**config.mk**
```make
export PLATFORM = sky130hd
export DESIGN_NAME = id_hazard_ctrl
export DESIGN_NICKNAME = d
export VERILOG_FILES = /design/src/rtl/id_hazard_ctrl.sv
export SDC_FILE = /design/constraint.sdc
export NUM_CORES = 1
export LEC_CHECK = 0
export CORE_ASPECT_RATIO = 1.1
export CORE_MARGIN = 10
export CORE_UTILIZATION = 44
export DETAILED_ROUTE_END_ITERATION = 8
export PLACE_DENSITY = 0.7
export SLEW_MARGIN = 20
export SYNTH_ARGS = -nofsm -noshare
export SYNTH_HDL_FRONTEND = slang
export SYNTH_SLANG_ARGS = --single-unit
```
**constraint.sdc**
```tcl
create_clock -name clk -period 3.1 [get_ports clk]
set_clock_uncertainty 0.05 [all_clocks]
set_input_delay 0.62 -clock clk [delete_from_list [all_inputs] [get_ports clk]]
set_output_delay 0.62 -clock clk [all_outputs]
set_load 0.005 [all_outputs]
```
**src/rtl/id_hazard_ctrl.sv**
```systemverilog
`timescale 1ns/1ps
// -----------------------------------------------------------------------------
// id_hazard_ctrl
//   Stall/flush controller for the decode stage of the 5-stage pipeline.
//   A small shift-register scoreboard tracks the destination registers of
//   instructions in flight in EX (slot0), MEM (slot1) and WB (slot2). A decoded
//   instruction that reads a register still pending in the scoreboard is held
//   in ID while bubbles go into ID/EX. A taken branch in EX flushes IF/ID and
//   bubbles ID/EX. A decoded createdump drains the pipe for SB_DEPTH+1 cycles
//   and then freezes it until reset.
//
// Ports
//   clk              pipeline clock
//   rst              asynchronous reset, active low
//   id_valid         IF/ID holds a real instruction
//   id_rs, id_rt     decode source register specifiers
//   id_rs_used       instruction reads rs
//   id_rt_used       instruction reads rt
//   id_reg_w_en      instruction writes a register
//   id_dest          destination specifier (R7 for JAL/JALR)
//   id_createdump    decoded HALT/createdump
//   ex_branch_taken  EX resolved a redirect
//   pc_en            PC write enable
//   if_id_en         IF/ID latch enable
//   if_id_flush      load a NOP into IF/ID
//   id_ex_en         ID/EX latch enable
//   id_ex_bubble     zero all ID/EX control bits
//   halted           pipeline frozen after the createdump has drained
// -----------------------------------------------------------------------------
module id_hazard_ctrl #(
   parameter int REG_BITS  = 3,
   parameter int SB_DEPTH  = 3,
   parameter bit WB_BYPASS = 1'b0
) (
   input  logic                clk,
   input  logic                rst,
   input  logic                id_valid,
   input  logic [REG_BITS-1:0] id_rs,
   input  logic [REG_BITS-1:0] id_rt,
   input  logic                id_rs_used,
   input  logic                id_rt_used,
   input  logic                id_reg_w_en,
   input  logic [REG_BITS-1:0] id_dest,
   input  logic                id_createdump,
   input  logic                ex_branch_taken,
   output logic                pc_en,
   output logic                if_id_en,
   output logic                if_id_flush,
   output logic                id_ex_en,
   output logic                id_ex_bubble,
   output logic                halted
);

   // With a write-through register file the WB slot is already visible to
   // decode, so only the slots ahead of it can cause a hazard.
   localparam int CMP_DEPTH = WB_BYPASS ? SB_DEPTH - 1 : SB_DEPTH;
   localparam int CNT_BITS  = $clog2(SB_DEPTH + 1);

   typedef enum logic [1:0] {
      S_RUN,
      S_DRAIN,
      S_HALTED
   } state_t;

   state_t              state;
   logic [CNT_BITS-1:0] drain_cnt;

   logic [SB_DEPTH-1:0] sb_v;
   logic [REG_BITS-1:0] sb_dest [SB_DEPTH];

   logic in_run;
   logic halting;
   logic hit_rs;
   logic hit_rt;
   logic stall;
   logic flush;
   logic sb_load;
   logic start_dump;

   // Scoreboard compare on pre-edge contents: a producer leaving a compared
   // slot at this edge still holds the consumer for this cycle.
   always_comb begin
      // NOTE: every combinational output gets a default first, so no path
      // through the block leaves it unassigned and no latch is inferred.
      hit_rs = 1'b0;
      hit_rt = 1'b0;
      for (int k = 0; k < CMP_DEPTH; k++) begin
         if (sb_v[k] && (sb_dest[k] == id_rs)) hit_rs = 1'b1;
         if (sb_v[k] && (sb_dest[k] == id_rt)) hit_rt = 1'b1;
      end
      hit_rs = hit_rs & id_rs_used;
      hit_rt = hit_rt & id_rt_used;
   end

   assign in_run  = (state == S_RUN);
   assign halting = ~in_run;

   // Redirects are only honoured in RUN: while draining, the dump is the
   // youngest instruction past ID, so nothing in EX can legitimately branch.
   // Gating with rst keeps every control strobe quiet while reset is held.
   assign flush = rst & in_run & ex_branch_taken;
   assign stall = rst & in_run & id_valid & (hit_rs | hit_rt) & ~ex_branch_taken;

   assign sb_load    = id_valid & id_reg_w_en & ~stall & ~flush & ~halting;
   assign start_dump = in_run & id_valid & id_createdump & ~stall & ~flush;

   // Pipeline enables follow the current state and hazard the same cycle.
   always_comb begin
      pc_en        = 1'b1;
      if_id_en     = 1'b1;
      if_id_flush  = 1'b0;
      id_ex_en     = 1'b1;
      id_ex_bubble = 1'b0;
      halted       = 1'b0;
      case (state)
         S_RUN: begin
            if (flush) begin
               if_id_flush  = 1'b1;
               id_ex_bubble = 1'b1;
            end else if (stall) begin
               pc_en        = 1'b0;
               if_id_en     = 1'b0;
               id_ex_bubble = 1'b1;
            end
         end
         S_DRAIN: begin
            pc_en        = 1'b0;
            if_id_en     = 1'b0;
            id_ex_bubble = 1'b1;
         end
         S_HALTED: begin
            pc_en        = 1'b0;
            if_id_en     = 1'b0;
            id_ex_en     = 1'b0;
            id_ex_bubble = 1'b1;
            halted       = 1'b1;
         end
         default: begin
            pc_en    = 1'b1;
            if_id_en = 1'b1;
         end
      endcase
   end

   // Valid bits and the halt sequencer.
   always_ff @(posedge clk or negedge rst) begin
      if (!rst) begin
         state     <= S_RUN;
         drain_cnt <= '0;
         sb_v      <= '0;
      end else begin
         // NOTE: sequential state uses non-blocking assignments so every
         // register samples pre-edge values, which is what makes the shift work.
         sb_v <= {sb_v[SB_DEPTH-2:0], sb_load};
         case (state)
            S_RUN: begin
               if (start_dump) begin
                  state     <= S_DRAIN;
                  drain_cnt <= '0;
               end
            end
            S_DRAIN: begin
               if (drain_cnt == CNT_BITS'(SB_DEPTH)) begin
                  state <= S_HALTED;
               end else begin
                  drain_cnt <= drain_cnt + 1'b1;
               end
            end
            S_HALTED: begin
               state <= S_HALTED;
            end
            default: begin
               state <= S_RUN;
            end
         endcase
      end
   end

   // NOTE: the destination fields are not reset; a slot's dest is only
   // looked at when its valid bit is set, and the valid bits are reset.
   always_ff @(posedge clk) begin
      sb_dest[0] <= id_dest;
      for (int k = 1; k < SB_DEPTH; k++) begin
         sb_dest[k] <= sb_dest[k-1];
      end
   end

endmodule

```
==> images/registers.png <==
The bar under the picture is 20 um long. Other sequential cells in the stronger grey, the rest of the logic in the fainter grey.
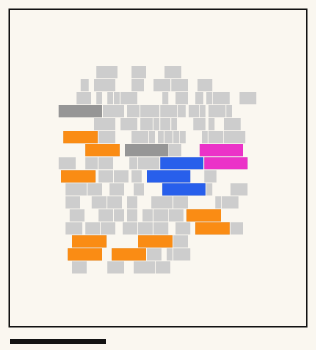
colour	name in the netlist	sequential cells
blue	`sb_v`	3
magenta	`drain_cnt`	2
orange	`sb_dest`	9
not coloured	2
Seq. cell area: 355 um2
final core area utilization: 62.6%
fraction of area in registers: 31.5%
sequential cell power: 0.277 mW

==> results.ini <==
[floorplan]
core.rowCount=16
chipArea_um2=4080
core_area_um2=1800
die_h_um=66.0
chipWidth_um=61.8
fp_util_pct=47.0

[global_routing]
track_usage_pct=10.7
grt_use_met3_pct=4.81
grt_pass1_wl_mm=3.35
antenna_found_initial=0
top_usage_layer=met2
grt_pass1_vias=745
use_met2_pct=16.9

[yosys]
avgSynthCellArea_um2=10.1
synth-seq-cells=16
synthCells=84
ys_seq_share_pct=41.9
synthesis.nets=106
netlist_area_um2=847
yosys_area_um2=847
ys_cells=84
ys.warnings.count=0

[hold_path]
min_to=sb_dest[0][5]
worstHoldStart=sb_dest[0][2]
hold_class=flip-flop to flip-flop

[drt]
routed-wl-met2_um=886
met1_length_um=894
top_layer_used=met4
wl_per_cell_um=14.8
wl_met3_um=113
initialDrtViolationCount=15
via_per_inst=5.24

[worst_setup_path]
cpLargestDelayFamily=buffers and inverters
critical_path.startpoint_type=input port
regToRegSetupSlack_ps=1060
r2r_cells=8
cp_max_fo=3
crit_start=id_rs[2]
crit_path_end=if_id_en
critPathCaptureType=output port
cp_num_buf_inv=2
cp.required_ps=2430

[clock_network]
insertion_delay_ps=280
cts_setup_buffers=0
cts_root_buffer=clkbuf_4
ctsResizeCount=9
cts_sinks=16

[pwr]
power.leakage_nw=0.478
p_int_mw=0.500
power.density_nw_per_um2=683
combPwrFrac_pct=49.7
power_frac_clock_pct=14.4
ir_worst_vdd_mv=0.441
pwr-share-seq_pct=35.9
p_sw_mw=0.272

[final_layout]
final_cells=129
final_design_area_no_fill_um2=1130
mostFrequentLayoutCell=xnor2_1
fillCellCount=152
diodes=0
num-nets-final=134
final-comb-area_um2=472
final_cell_mix=18 x xnor2_1, 15 x clkdlybuf4s50_1, 9 x dfxtp_1
area_growth_syn_to_layout_pct=33.2
drive_gt1_share_pct=9.01

[job]
max_cap_violations=0
tool_warnings=29

[place]
io_buffers=22
dp_hpwl_mm=1.57
place_area_um2=1100
dp_cells=125

[sta]
timing.fmax_mhz=344
finalClockPeriodUsage_pct=93.7
period_needed_ps=2910
slew_violations=0

[status]
status=finished, final reports clean

==> images/met3.png <==
The bar under the picture is 20 um long.
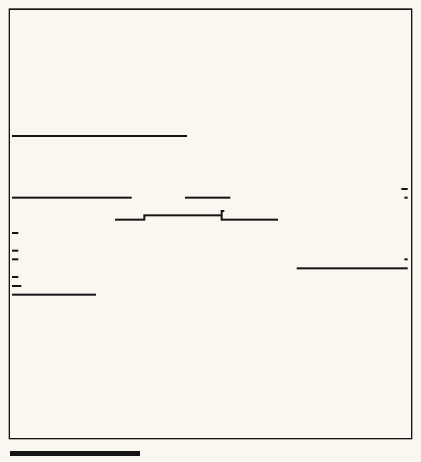
main direction	horizontal
longest straight run	26.7 um
nets with wire on the layer	13
final wirelength: 1.90 mm
DR vias: 676

cell type report:
type / instances / area share (%)
Clock buffer: 4 / 2.33
Inverter: 6 / 2.00
Timing Repair Buffer: 24 / 20.4
Multi-Input combinational cell: 61 / 41.8
Sequential cell: 16 / 31.5
Tap cell: 18 / 2.00
through the flow:
stage	utilization (%)	power, mW	TNS, ps	setup slack [ps]
floorplan	-	0.507	0	776
global placement	60.9	0.663	-278	-157
detailed placement	60.9	0.670	-366	-208
CTS	62.5	0.780	0	8.46
global route	62.6	0.838	0	81.2
finish	62.6	0.771	0	194
cells in the mapped netlist (all sizes together):
cell,count,area share (%)
xnor2,18,19
buf,1,0.89
dfxtp,9,21
a31o,1,1.0
nand4,6,4.4
a22o,1,1.0
a21oi,3,1.8
o21bai,1,0.89
inv,6,2.7
nand3b,1,0.89
o31ai,1,0.89
and3,1,0.74
dfrtp,7,21
a21boi,1,0.89
a221o,1,1.2
o21ai,1,0.59
o2bb2ai,1,1.0
mux2i,1,1.2
nor3,1,0.59
nor4bb,1,1.2
nor2b,1,0.74
nor2,7,3.1
ha,5,7.4
nand2,4,1.8
o211ai,2,2.4
a31oi,2,2.2
power groups by stage:
stage               clock network [mW]  logic [mW]  registers [mW]
global placement                     0       0.381           0.282
floorplan                            0       0.234           0.273
global route                     0.124       0.431           0.284
CTS                              0.115       0.388           0.277
detailed placement                   0       0.388           0.281
finish                           0.111       0.383           0.277
kinds of logic after synthesis:
kind of cell	Yosys count	share of synthesized area, %
buffers and inverters	7	3.55
xor gates and xnor gates	18	18.6
DFF	16	41.9
and+or+nand+nor	22	13.4
AOI/OAI and AO/OA	15	13.9
adders and majority gates	5	7.39
muxes	1	1.18
flip-flops by register name, indices dropped and copies added (netlist names):
signal and cells:
sb_v 3, state 2, sb_dest 9, drain_cnt 2
Power figures rest on the tool's default switching activity, not on a simulated workload.
